--- config.mk ---
export PLATFORM = sky130hd
export DESIGN_NAME = ahb_rr_arbiter
export DESIGN_NICKNAME = d
export VERILOG_FILES = /design/src/rtl/ahb_arb_pkg.sv /design/src/rtl/ahb_arb_mux.sv /design/src/rtl/ahb_rr_arbiter.sv
export SDC_FILE = /design/constraint.sdc
export NUM_CORES = 1
export LEC_CHECK = 0
export ABC_AREA = 0
export CAP_MARGIN = 20
export CELL_PAD_IN_SITES_DETAIL_PLACEMENT = 0
export CELL_PAD_IN_SITES_GLOBAL_PLACEMENT = 1
export CORE_MARGIN = 5
export CORE_UTILIZATION = 21
export DETAILED_ROUTE_END_ITERATION = 10
export PLACE_DENSITY_LB_ADDON = 0.1
export SLEW_MARGIN = 5
export SYNTH_ARGS = -nofsm -noshare
export SYNTH_HDL_FRONTEND = slang
export SYNTH_SLANG_ARGS = --single-unit
export TNS_END_PERCENT = 10
--- constraint.sdc ---
create_clock -name Hclk -period 5.08 [get_ports Hclk]
set_input_delay 1.524 -clock Hclk [delete_from_list [all_inputs] [get_ports Hclk]]
set_output_delay 1.524 -clock Hclk [all_outputs]
set_load 0.01 [all_outputs]
--- src/rtl/ahb_arb_pkg.sv ---
// Shared constants, FSM encoding and the cyclic first-one search for the AHB round-robin arbiter.
package ahb_arb_pkg;

  localparam logic [1:0] HTRANS_IDLE   = 2'b00;
  localparam logic [1:0] HTRANS_BUSY   = 2'b01;
  localparam logic [1:0] HTRANS_NONSEQ = 2'b10;
  localparam logic [1:0] HTRANS_SEQ    = 2'b11;

  localparam int unsigned MAX_MASTERS = 8;

  typedef enum logic [0:0] {
    ST_PARK,
    ST_OWN
  } arb_state_e;

  // First set bit of req strictly after 'last', wrapping modulo n. Returns 'last' when req is empty.
  function automatic logic [2:0] rr_next(input logic [MAX_MASTERS-1:0] req,
                                         input logic [2:0]             last,
                                         input int unsigned            n);
    logic [2:0] pick;
    logic       found;
    logic [3:0] idx;
    pick  = last;
    found = 1'b0;
    for (int unsigned i = 1; i <= MAX_MASTERS; i++) begin
      if (!found && (i <= n)) begin
        idx = 4'(last) + 4'(i);
        if (idx >= 4'(n)) begin
          idx = idx - 4'(n);
        end
        if (req[idx[2:0]]) begin
          pick  = idx[2:0];
          found = 1'b1;
        end
      end
    end
    return pick;
  endfunction

endpackage

--- src/rtl/ahb_arb_mux.sv ---
// N:1 selector: address/control follow the address-phase owner, write data the data-phase owner.
module ahb_arb_mux #(
  parameter int unsigned N = 3,
  parameter int unsigned W = 2
) (
  input  logic [W-1:0]    sel_a_i,
  input  logic [W-1:0]    sel_d_i,
  input  logic [2*N-1:0]  htrans_i,
  input  logic [32*N-1:0] haddr_i,
  input  logic [N-1:0]    hwrite_i,
  input  logic [32*N-1:0] hwdata_i,
  output logic [1:0]      htrans_o,
  output logic [31:0]     haddr_o,
  output logic            hwrite_o,
  output logic [31:0]     hwdata_o
);

  always_comb begin
    htrans_o = htrans_i[1:0];
    haddr_o  = haddr_i[31:0];
    hwrite_o = hwrite_i[0];
    hwdata_o = hwdata_i[31:0];
    for (int i = 0; i < int'(N); i++) begin
      if (sel_a_i == W'(i)) begin
        htrans_o = htrans_i[2*i +: 2];
        haddr_o  = haddr_i[32*i +: 32];
        hwrite_o = hwrite_i[i];
      end
      if (sel_d_i == W'(i)) begin
        hwdata_o = hwdata_i[32*i +: 32];
      end
    end
  end

endmodule

--- src/rtl/ahb_rr_arbiter.sv ---
// Round-robin arbiter sharing the AHB-to-APB bridge among NUM_MASTERS masters with a per-grant quantum.
// Optional lock support is enabled by defining ARB_HLOCK_EN.
module ahb_rr_arbiter
  import ahb_arb_pkg::*;
#(
  parameter int unsigned NUM_MASTERS    = 3,
  parameter int unsigned QUANTUM        = 4,
  parameter int unsigned DEFAULT_MASTER = 0,
  localparam int unsigned W             = $clog2(NUM_MASTERS)
) (
  input  logic                      Hclk,
  input  logic                      Hresetn,
  input  logic [NUM_MASTERS-1:0]    m_busreq,
  input  logic [2*NUM_MASTERS-1:0]  m_htrans,
  input  logic [32*NUM_MASTERS-1:0] m_haddr,
  input  logic [NUM_MASTERS-1:0]    m_hwrite,
  input  logic [32*NUM_MASTERS-1:0] m_hwdata,
  input  logic [NUM_MASTERS-1:0]    m_hlock,
  input  logic                      Hreadyout,
  output logic [NUM_MASTERS-1:0]    hgrant,
  output logic [W-1:0]              hmaster,
  output logic [W-1:0]              hmaster_dp,
  output logic [1:0]                Htrans,
  output logic [31:0]               Haddr,
  output logic                      Hwrite,
  output logic [31:0]               Hwdata,
  output logic                      Hreadyin
);

  localparam int unsigned CW = (QUANTUM > 1) ? $clog2(QUANTUM) : 1;
  localparam logic [W-1:0]  DefIdx     = W'(DEFAULT_MASTER);
  localparam logic [W-1:0]  LastRstIdx = W'((DEFAULT_MASTER + NUM_MASTERS - 1) % NUM_MASTERS);
  localparam logic [CW-1:0] CountMax   = CW'(QUANTUM - 1);

  arb_state_e          state_q, state_d;
  logic [W-1:0]        hmaster_q, hmaster_d;
  logic [W-1:0]        hmaster_dp_q, hmaster_dp_d;
  logic [W-1:0]        last_q, last_d;
  logic [CW-1:0]       count_q, count_d;

  logic [NUM_MASTERS-1:0] grant_vec;
  logic [NUM_MASTERS-1:0] others;
  logic [W-1:0]           pick_any;
  logic [W-1:0]           pick_other;
  logic [1:0]             htrans_mux;
  logic                   owner_req;
  logic                   accept_ns;
  logic                   count_full;
  logic                   rearb;

`ifdef ARB_HLOCK_EN
  logic lock_seen_q, lock_seen_d;
  logic owner_lock;
  assign owner_lock = (state_q == ST_OWN) && m_hlock[hmaster_q];
`else
  logic unused_hlock;
  assign unused_hlock = ^m_hlock;
`endif

  assign grant_vec  = {{(NUM_MASTERS-1){1'b0}}, 1'b1} << hmaster_q;
  assign others     = m_busreq & ~grant_vec;
  assign owner_req  = m_busreq[hmaster_q];
  assign pick_any   = W'(rr_next(8'(m_busreq), 3'(last_q), NUM_MASTERS));
  assign pick_other = W'(rr_next(8'(others), 3'(last_q), NUM_MASTERS));
  assign accept_ns  = (state_q == ST_OWN) && (htrans_mux == HTRANS_NONSEQ);
  assign count_full = (count_q == CountMax);

  always_comb begin
    state_d      = state_q;
    hmaster_d    = hmaster_q;
    hmaster_dp_d = hmaster_dp_q;
    last_d       = last_q;
    count_d      = count_q;
    rearb        = 1'b0;
`ifdef ARB_HLOCK_EN
    lock_seen_d  = lock_seen_q;
    if (!Hreadyout && owner_lock) begin
      lock_seen_d = 1'b1;
    end
`endif
    // Everything ownership-related is frozen while the bridge stalls.
    if (Hreadyout) begin
      hmaster_dp_d = hmaster_q;
      unique case (state_q)
        ST_PARK: begin
          if (|m_busreq) begin
            hmaster_d = pick_any;
            last_d    = pick_any;
            count_d   = '0;
            state_d   = ST_OWN;
          end
        end
        ST_OWN: begin
          if (accept_ns && !count_full) begin
            count_d = count_q + 1'b1;
          end
          rearb = !owner_req || (accept_ns && count_full && (|others));
`ifdef ARB_HLOCK_EN
          if (owner_lock) begin
            rearb   = 1'b0;
            count_d = count_q;
          end else if (lock_seen_q) begin
            rearb = 1'b1;
          end
          lock_seen_d = owner_lock;
`endif
          if (rearb) begin
            count_d = '0;
            if (|others) begin
              hmaster_d = pick_other;
              last_d    = pick_other;
            end else begin
              hmaster_d = DefIdx;
              state_d   = ST_PARK;
            end
          end
        end
      endcase
    end
  end

  always_ff @(posedge Hclk or negedge Hresetn) begin
    if (!Hresetn) begin
      state_q      <= ST_PARK;
      hmaster_q    <= DefIdx;
      hmaster_dp_q <= DefIdx;
      last_q       <= LastRstIdx;
      count_q      <= '0;
    end else begin
      state_q      <= state_d;
      hmaster_q    <= hmaster_d;
      hmaster_dp_q <= hmaster_dp_d;
      last_q       <= last_d;
      count_q      <= count_d;
    end
  end

`ifdef ARB_HLOCK_EN
  always_ff @(posedge Hclk or negedge Hresetn) begin
    if (!Hresetn) begin
      lock_seen_q <= 1'b0;
    end else begin
      lock_seen_q <= lock_seen_d;
    end
  end
`endif

  ahb_arb_mux #(
    .N (NUM_MASTERS),
    .W (W)
  ) u_mux (
    .sel_a_i  (hmaster_q),
    .sel_d_i  (hmaster_dp_q),
    .htrans_i (m_htrans),
    .haddr_i  (m_haddr),
    .hwrite_i (m_hwrite),
    .hwdata_i (m_hwdata),
    .htrans_o (htrans_mux),
    .haddr_o  (Haddr),
    .hwrite_o (Hwrite),
    .hwdata_o (Hwdata)
  );

  assign hgrant     = grant_vec;
  assign hmaster    = hmaster_q;
  assign hmaster_dp = hmaster_dp_q;
  assign Htrans     = (state_q == ST_OWN) ? htrans_mux : HTRANS_IDLE;
  assign Hreadyin   = Hreadyout;

endmodule

Fig. 1: run 1, clock routing
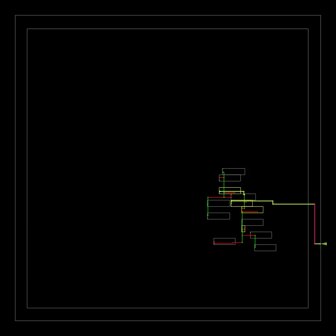
final setup skew: 3.423 ps
Seq Cell Count: 9
Layout clock buffers: 4
insertion delay to the later sink of the worst-skew pair: 230 ps

Fig. 2: run 1, placement density heat map
Scale: 2 px per um. 13 x 13 tiles, from black (low) to pale yellow (high), 0 to 100% covered.
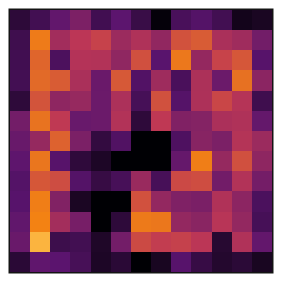
- nearly empty tiles: 5.9%
- mean over tiles: 34%
- emptiest ninth of the die: center
- tiles over 75% full: 0.60%

==> results.cfg, run 1 <==
; synthesis and place-and-route metrics
[cts]
post-cts-setup-buffer-count = 0
cts_root_buffer = sky130_fd_sc_hd__clkbuf_16
hold_buffers = 0
total_of_cells_resized_after_clock_tree_synthesis = 0
ctsHtreeMaxLevel = 1
clock-sinks = 9
clk_pin_slew_ps = 40

[worst_setup_path]
regToRegSetupSlack_ps = 2060
worstPathRequired_ps = 3560
crit_start = m_htrans[0]
critical_path_buf_inv_count = 2
worst_path_max_delay_cell = sky130_fd_sc_hd__clkdlybuf4s50_1
regToRegStartpoint = last_q[0]
worst_ep_arrival_time_ps = 3030
timing.critical_path.to_type = primary output
worst_r2r_path_depth = 8
critPathLaunchType = primary input
maximum_cell_stage_delay_along_the_critical_path_ps = 530
worst-path-max-fanout = 3
timing.critical_path.cells = clkdlybuf4s50_1, mux2i_1, mux2i_1, and2_1, clkdlybuf4s50_1

[cells_and_area]
final_util_pct = 41.93
layout-drive-gt1-share_pct = 3.561
layout-area-overhead-vs-synth_pct = 96.90
num_antenna_cells = 0

[pwr]
largestPowerGroup = combinational cells
internal-power_mw = 1.425
clock_power_share_pct = 5.1
sw_frac_of_total_pct = 46.42
p_comb_mw = 2.22
maximum_resistive_drop_on_vdd_v = 0.0002597
clock_power_uw = 136
power.static_leakage_nw = 2.174

[logic_synthesis]
ys_sh_aoi_pct = 35.23
synth_nets = 647
synth.cells.most_frequent = sky130_fd_sc_hd__mux2i_1 (69), sky130_fd_sc_hd__nor2b_1 (68), sky130_fd_sc_hd__a21oi_1 (67)
synth_sequential_area_ratio_pct = 7.373
post_synth_main_logic_family = AND-OR/OR-AND gates
syn_area_per_cell_um2 = 7.143
synth_cells = 430
synth_stat.cells = 430
synth-adder-area-share_pct = 2.851
mapped_area_um2 = 3072
synth-area-yosys_um2 = 3072
synthFlopType = sky130_fd_sc_hd__dfrtp_1
edf_count = 0
synth.largest_area_cell = sky130_fd_sc_hd__mux2i_1
asyncSetResetFlopFracSynth_pct = 100.0
yosysWarningCount = 0
yosysTopAreaCellShare_pct = 22.48

[sta]
period_needed_ps = 4552
final_max_slew_viol_count = 0
fin_hold_ws_ps = 488.2
final.period_utilization_pct = 89.61
maxClockFrequency_mhz = 219.7
worst_pin_slew_ps = 983.3

[floorplan]
floorplan.initialDensity_pct = 21.30
floorplan_die_height_um = 130.9
design.core.area_um2 = 14420
dieArea_um2 = 17150
num_rows = 44

[grt]
grt_usage_pct = 15.29
maximum_number_of_pins_on_one_net_before_global_route_repair = 80
grt_antenna_before_repair = 0
grt_pass1_wl_um = 21220
first_global_vias = 4193
gr-total-overflow = 0

[drt]
post-route-drc-count = 0
drt_pre_antenna_iters = 4
routedWlPerCell_um = 17.16
routed-via-count = 4170
ant_nets = 0
viasPerCell = 4.860

[job]
stage_log_warnings = 34
number_of_maximum_capacitance_constraint_violations = 0

[min_path]
worstHoldStart = count_q[1]
hold_path_end = count_q[1]

[placed_design]
detailedPlacementHpwl_um = 12280

[outcome]
outcome = complete, no violations
Fig. 3: run 1, cells colored by class
Scale: 3 px per um. Fill, decap, tap and diode cells in gray.
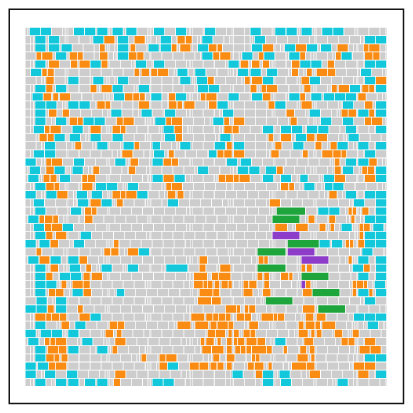
- clock drivers and dummy loads: purple (cells 4)
- other buffers and delay cells: cyan (cells 287)
- flip-flops: green (cells 9)
- all other logic: orange (cells 374)

run 1: metrics by stage:
stage	worst slack [ps]	std cells	total power [mW]	cell area (um2)
6_report	527.8	858	2.660	6048
5_1_grt	402.6	858	2.902	6048
4_1_cts	481.2	858	2.700	6048
3_5_place_dp	493.1	854	2.548	5969
3_3_place_gp	486.9	854	2.537	5969
2_1_floorplan	1608	430	1.512	3072
run 1: area by class of cell:
cell class / instances / area [um2]
clock buffers: 4 / 78.83
fillers: 1489 / 8376
inverters: 5 / 18.77
multi-input cells: 369 / 2618
flip-flops and latches: 9 / 232.7
well taps: 184 / 230.2
repair buffers: 287 / 2870
run 1: metal layers:
| layer | up-vias | GRT usage [%] | part of all wire, % |
|---|---|---|---|
| met5 | - | 0 | 0 |
| met4 | 0 | 2.420 | 1.3 |
| met3 | 12 | 6.423 | 12 |
| met2 | 191 | 28.64 | 51 |
| met1 | 1860 | 16.17 | 36 |
| li1 | 2107 | - | - |
run 1: cells in the final DEF (no fill, tap or decap), drive strengths merged, types with 2 or more instances in the layout:
cell	Yosys	routed
clkdlybuf4s50	0	281
mux2i	69	69
nor2b	68	68
a21oi	67	67
a211oi	63	63
nor2	18	18
o21ai	11	11
nand2	8	8
dfrtp	8	8
o22ai	7	7
ha	7	7
buf	16	6
nand2b	5	5
inv	5	5
mux2	4	4
clkbuf	31	4
and2	3	3
nor3	3	3
a31oi	3	3
nand3	3	3
nor3b	2	2
xor2	2	2
xnor2	2	2
a22o	2	2
a31o	2	2
o31ai	2	2
or4b	2	2
run 1: logic make-up after synthesis:
logic type	count (synthesis)
AND-OR/OR-AND	169
XOR/XNOR	4
adder cells (fa/ha/maj)	7
buffers and inverters	52
flip-flops	9
multiplexers	73
AND/OR/NAND/NOR	116
--- run 2 (diff from run 1) ---
CELL_PAD_IN_SITES_DETAIL_PLACEMENT = default   (was 0)
CELL_PAD_IN_SITES_GLOBAL_PLACEMENT = default   (was 1)
CORE_AREA = 5 5 107 109   (was default)
CORE_MARGIN = default   (was 5)
CORE_UTILIZATION = default   (was 21)
DIE_AREA = 0 0 112 114   (was default)
PLACE_DENSITY = 0.79   (was default)
PLACE_DENSITY_LB_ADDON = default   (was 0.1)
Fig. 4: run 2, cells colored by class
Scale: 3 px per um. Fill, decap, tap and diode cells in gray.
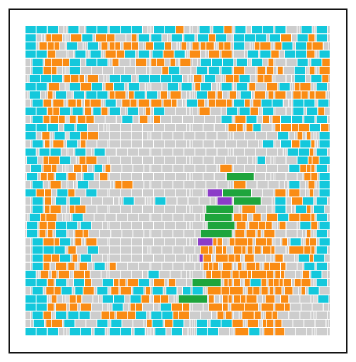
- all other logic: orange (cells 374)
- other buffers and delay cells: cyan (cells 287)
- flip-flops: green (cells 9)
- clock drivers and dummy loads: purple (cells 4)

Fig. 5: run 2, placement density heat map
Scale: 2 px per um. 11 x 11 tiles, from black (low) to pale yellow (high), 0 to 100% covered.
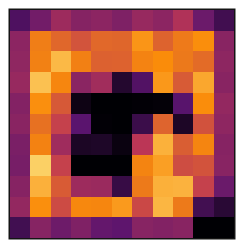
- tiles over 75% full: 14%
- nearly empty tiles: 9.1%
- mean over tiles: 45%

==> run 2 against run 1 <==
Compared with the run above:
- clock skew increased by 0.93 ps
- non-clock buffer count unchanged
- via count increased by 1.3%
- sequential share of layout area increased by 0.066 points
- wire length decreased by 7.4%
- synthesized area unchanged
- critical path depth unchanged
- die size decreased by 26%
- sequential power decreased by 6%
- sequential cell count unchanged
==> results.cfg, run 2 <==
; synthesis and place-and-route metrics
[outcome]
outcome = complete, no violations

[pwr]
p_seq_uw = 289
cellPowerDensity_nw_per_um2 = 436.5
largestPowerGroup = combinational cells
p_comb_mw = 2.23
internal-power_mw = 1.365
power.static_leakage_nw = 2.155
sw_frac_of_total_pct = 47.41
maximum_resistive_drop_on_vdd_v = 0.0002331
total_power_mw = 2.596
clock_power_share_pct = 3.0
clock_power_uw = 78.5

[sta]
postLayoutSetupSlackWorst_ps = 479.4
final.period_utilization_pct = 90.56
final_max_slew_viol_count = 0
maxClockFrequency_mhz = 217.4
worst_clock_skew_ps = 4.356
worst_pin_slew_ps = 1010

[job]
stage_log_warnings = 34

[cts]
clk_pin_slew_ps = 40
numCtsBuffers = 3
clock-sinks = 9
post-cts-setup-buffer-count = 0
total_of_cells_resized_after_clock_tree_synthesis = 0
cts_root_buffer = sky130_fd_sc_hd__clkbuf_8
ctsHtreeMaxLevel = 1
worst_skew_pair.late_latency_ps = 220
hold_buffers = 0

[drt]
post-route-drc-count = 0
routedWlPerCell_um = 16.76
drt_pre_antenna_iters = 4
routed-via-count = 4225
viasPerCell = 5.190
ant_nets = 0

[logic_synthesis]
synth.largest_area_cell = sky130_fd_sc_hd__mux2i_1
synth-area-yosys_um2 = 3072
synth_stat.cells = 430
synthFlopType = sky130_fd_sc_hd__dfrtp_1
edf_count = 0
asyncSetResetFlopFracSynth_pct = 100.0
yosysTopAreaCellShare_pct = 22.48
mapped_area_um2 = 3072
synth_cells = 430
syn_area_per_cell_um2 = 7.143
synth_nets = 647

[placed_design]
detailedPlacementHpwl_um = 11210
post-place-ws_ps = 471.0

[cells_and_area]
final_common_cell = sky130_fd_sc_hd__clkdlybuf4s50_1
nets = 892
layout.cells.most_common_list = sky130_fd_sc_hd__clkdlybuf4s50_1 (281), sky130_fd_sc_hd__mux2i_1 (69), sky130_fd_sc_hd__nor2b_1 (68)
final_util_pct = 56.60
num_antenna_cells = 0
layout-drive-gt1-share_pct = 3.561
layout-area-overhead-vs-synth_pct = 93.60

[worst_setup_path]
worst_r2r_path_depth = 8
critPathLaunchType = primary input
worst_ep_arrival_time_ps = 3080
worst-path-max-fanout = 3
timing.critical_path.to_type = primary output
maximum_cell_stage_delay_along_the_critical_path_ps = 540
worstPathRequired_ps = 3560
regToRegSetupSlack_ps = 2100
worst_path_max_delay_cell = sky130_fd_sc_hd__clkdlybuf4s50_1
timing.critical_path.cells = clkdlybuf4s50_1, mux2i_1, mux2i_1, and2_1, clkdlybuf4s50_1
regToRegStartpoint = last_q[1]
critical_path_buf_inv_count = 2

[grt]
grt_antenna_before_repair = 2
grt_usage_pct = 19.74
first_global_vias = 4363
grt_pass1_wl_um = 21160
gr-total-overflow = 0
maximum_number_of_pins_on_one_net_before_global_route_repair = 66

[min_path]
hold_path_end = count_q[1]
min_path_cells = 1
worstHoldStart = count_q[1]

[floorplan]
floorplan.initialDensity_pct = 29.23
floorplan_die_height_um = 114
dieArea_um2 = 12770
design.core.area_um2 = 10510
-- run 2: cell counts in the layout (fill, tap and decap cells not counted) --
No cell type changed its count.
-- run 2: worst max-delay path by stage --
stage,start,end,slack [ps],cells after the start
CTS,m_htrans[0],Htrans[0],470,5
finish,m_htrans[0],Htrans[0],480,5
global placement,m_htrans[0],Htrans[0],510,5
global route,m_htrans[0],Htrans[0],380,5
detailed placement,m_htrans[0],Htrans[0],470,5
floorplan,m_htrans[0],Htrans[0],1610,3
-- run 2: metal layers --
metal,vias up,wire (um),GRT usage (%)
met4,4,326,5.609
met1,1886,5056,21.41
li1,2110,-,-
met5,-,21,0
met2,197,6869,36.33
met3,28,1369,7.003
-- run 2: cell families (layout without fill, tap and decap cells) --
| family | count (synthesis) | after routing | share of synthesized area, % |
|---|---|---|---|
| fa+ha+maj | 7 | 7 | 2.851 |
| simple gates | 116 | 116 | 22.04 |
| buf+inv | 52 | 296 | 7.413 |
| xor+xnor | 4 | 4 | 1.141 |
| mux | 73 | 73 | 23.95 |
| compound gates | 169 | 169 | 35.23 |
| flops | 9 | 9 | 7.373 |
-- run 2: final cells by class --
| cell class | instances | area [um2] | area share, % |
|---|---|---|---|
| timing repair buffer | 287 | 2858 | 48.05 |
| multi-input combinational | 369 | 2618 | 44.01 |
| sequential | 9 | 232.7 | 3.913 |
| tap | 140 | 175.2 | 2.946 |
| clock buffer | 4 | 45.04 | 0.7574 |
| inverter | 5 | 18.77 | 0.3156 |
-- run 2: stage by stage --
step	cells	area [um2]	hold WS (ps)
floorplan	430	3072	460.1
global placement	810	5902	480.2
detailed placement	810	5902	502.3
CTS	814	5947	511.4
global route	814	5947	545.3
finish	814	5947	507.8
--- run 3 (diff from run 2) ---
ABC_CLOCK_PERIOD_IN_PS = 5080   (was default)
Fig. 6: run 3, placement density heat map
Scale: 2 px per um. 11 x 11 tiles, from black (low) to pale yellow (high), 0 to 100% covered.
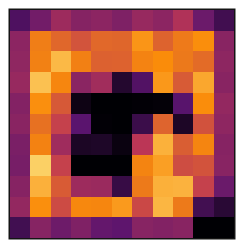
- fullest tile: 90%
- nearly empty tiles: 9.1%
- tiles over 75% full: 14%
- emptiest ninth of the die: center
Init Core Util: 29.23%
core occupancy in the finished layout: 56.60%
floorplan core area: 10510 um2

Fig. 7: run 3, routed clock nets over the placement
Scale: 4 px per um.
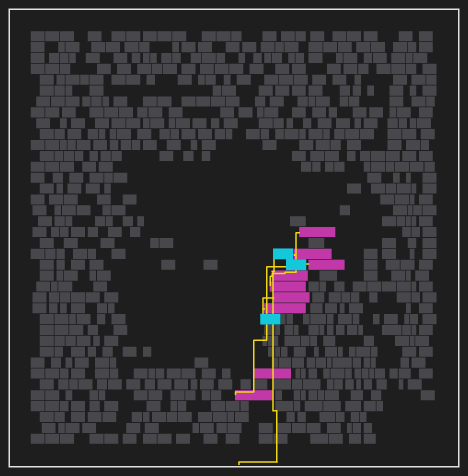
- flip-flops: magenta (count 9)
- clock wires: yellow (length 148 um)
- cells driving clock nets: cyan (count 3)
- routed clock nets: 4

==> run 3 against run 2 <==
Compared with the run above:
- worst hold slack unchanged
- sequential cell count unchanged
- power unchanged
- clock power about the same
- highest routed layer unchanged
==> results.cfg, run 3 <==
; synthesis and place-and-route metrics
[sta]
worst_clock_skew_ps = 4.356
fin_hold_ws_ps = 507.8
grt_setup_unrepaired = no
final_max_slew_viol_count = 0
postLayoutSetupSlackWorst_ps = 479.4
period_needed_ps = 4601
final.period_utilization_pct = 90.56
worst_pin_slew_ps = 1010

[worst_setup_path]
worst_ep_arrival_time_ps = 3080
regToRegSetupSlack_ps = 2100
timing.critical_path.to_type = primary output
critPathLaunchType = primary input
worst_r2r_path_depth = 8
worst-path-max-fanout = 3
worstPathRequired_ps = 3560

[cells_and_area]
layout-area-overhead-vs-synth_pct = 93.60
num_antenna_cells = 0
post-route-cell-area_um2 = 5947
nets = 892
finalNonFillerCells = 814
filler_cell_count = 952
regArea_um2 = 232.7
layout.cells.most_common_list = sky130_fd_sc_hd__clkdlybuf4s50_1 (281), sky130_fd_sc_hd__mux2i_1 (69), sky130_fd_sc_hd__nor2b_1 (68)
final_common_cell = sky130_fd_sc_hd__clkdlybuf4s50_1
layout-drive-gt1-share_pct = 3.561

[grt]
maximum_number_of_pins_on_one_net_before_global_route_repair = 66
grt_pass1_wl_um = 21160
grt_antenna_before_repair = 2
gr-total-overflow = 0
first_global_vias = 4363

[drt]
routedWlPerCell_um = 16.76
post-route-drc-count = 0
dr_wl_met3_um = 1369
ant_nets = 0
drt_pre_antenna_iters = 4
routedLengthMet1_um = 5056
routed-via-count = 4225
viasPerCell = 5.190
route.top_layer_used = met5

[pwr]
maximum_resistive_drop_on_vdd_v = 0.0002331
cellPowerDensity_nw_per_um2 = 436.5
power.static_leakage_nw = 2.155
total_power_mw = 2.596

[logic_synthesis]
synth_cells = 430
synth_nets = 647
yosysTopAreaCellShare_pct = 22.48
synth-area-yosys_um2 = 3072
edf_count = 0
synth_sequential_area_ratio_pct = 7.373
synthFlopType = sky130_fd_sc_hd__dfrtp_1
yosysWarningCount = 0
synth_stat.cells = 430
synth.largest_area_cell = sky130_fd_sc_hd__mux2i_1
synth.cells.most_frequent = sky130_fd_sc_hd__mux2i_1 (69), sky130_fd_sc_hd__nor2b_1 (68), sky130_fd_sc_hd__a21oi_1 (67)
syn_area_per_cell_um2 = 7.143
mapped_area_um2 = 3072
asyncSetResetFlopFracSynth_pct = 100.0

[cts]
clock-sinks = 9
clk_pin_slew_ps = 40
total_of_cells_resized_after_clock_tree_synthesis = 0
numCtsBuffers = 3
hold_buffers = 0
post-cts-setup-buffer-count = 0
worst_skew_pair.late_latency_ps = 220
cts_root_buffer = sky130_fd_sc_hd__clkbuf_8
ctsHtreeMaxLevel = 1

[min_path]
min_path_cells = 1
worstHoldStart = count_q[1]

[floorplan]
floorplan_die_height_um = 114
num_rows = 38
dieArea_um2 = 12770

[placed_design]
placedCellCount = 810
post-place-ws_ps = 471.0
detailedPlacementHpwl_um = 11210
place_area_um2 = 5902

[outcome]
outcome = complete, no violations

[job]
stage_log_warnings = 34
number_of_maximum_capacitance_constraint_violations = 0
run 3: how the worst max path moves through the flow:
stage	startpoint	endpoint	slack, ps
4_1_cts	m_htrans[0]	Htrans[0]	470
2_1_floorplan	m_htrans[0]	Htrans[0]	1610
3_5_place_dp	m_htrans[0]	Htrans[0]	470
6_report	m_htrans[0]	Htrans[0]	480
3_3_place_gp	m_htrans[0]	Htrans[0]	510
5_1_grt	m_htrans[0]	Htrans[0]	380
run 3: worst max-delay path, cell delays in order:
cell                              delay, ps
sky130_fd_sc_hd__clkdlybuf4s50_1        480
sky130_fd_sc_hd__mux2i_1                 80
sky130_fd_sc_hd__mux2i_1                260
sky130_fd_sc_hd__and2_1                 190
sky130_fd_sc_hd__clkdlybuf4s50_1        540
run 3: where the power goes:
group / switching [mW] / leakage, nW / internal (mW)
Sequential: 0.189 / 0.108 / 0.0997
Combinational: 1.02 / 2.02 / 1.21
Clock: 0.0242 / 0.0228 / 0.0543
Total: 1.23 / 2.15 / 1.37
run 3: kinds of logic (layout without fill, tap and decap cells):
group,after synthesis,count (layout),synth area share [%]
fa+ha+maj,7,7,2.851
mux,73,73,23.95
buf+inv,52,296,7.413
xor+xnor,4,4,1.141
flops,9,9,7.373
simple gates,116,116,22.04
compound gates,169,169,35.23
run 3: layer usage:
layer  vias to the layer above  track usage, %
met1                      1886           21.41
met5                         -               0
met3                        28           7.003
met4                         4           5.609
li1                       2110               -
met2                       197           36.33
run 3: area by class of cell:
class | count | area share (%)
Inverter | 5 | 0.3156
Tap cell | 140 | 2.946
Sequential cell | 9 | 3.913
Multi-Input combinational cell | 369 | 44.01
Timing Repair Buffer | 287 | 48.05
Clock buffer | 4 | 0.7574
Power figures rest on the tool's default switching activity, not on a simulated workload.
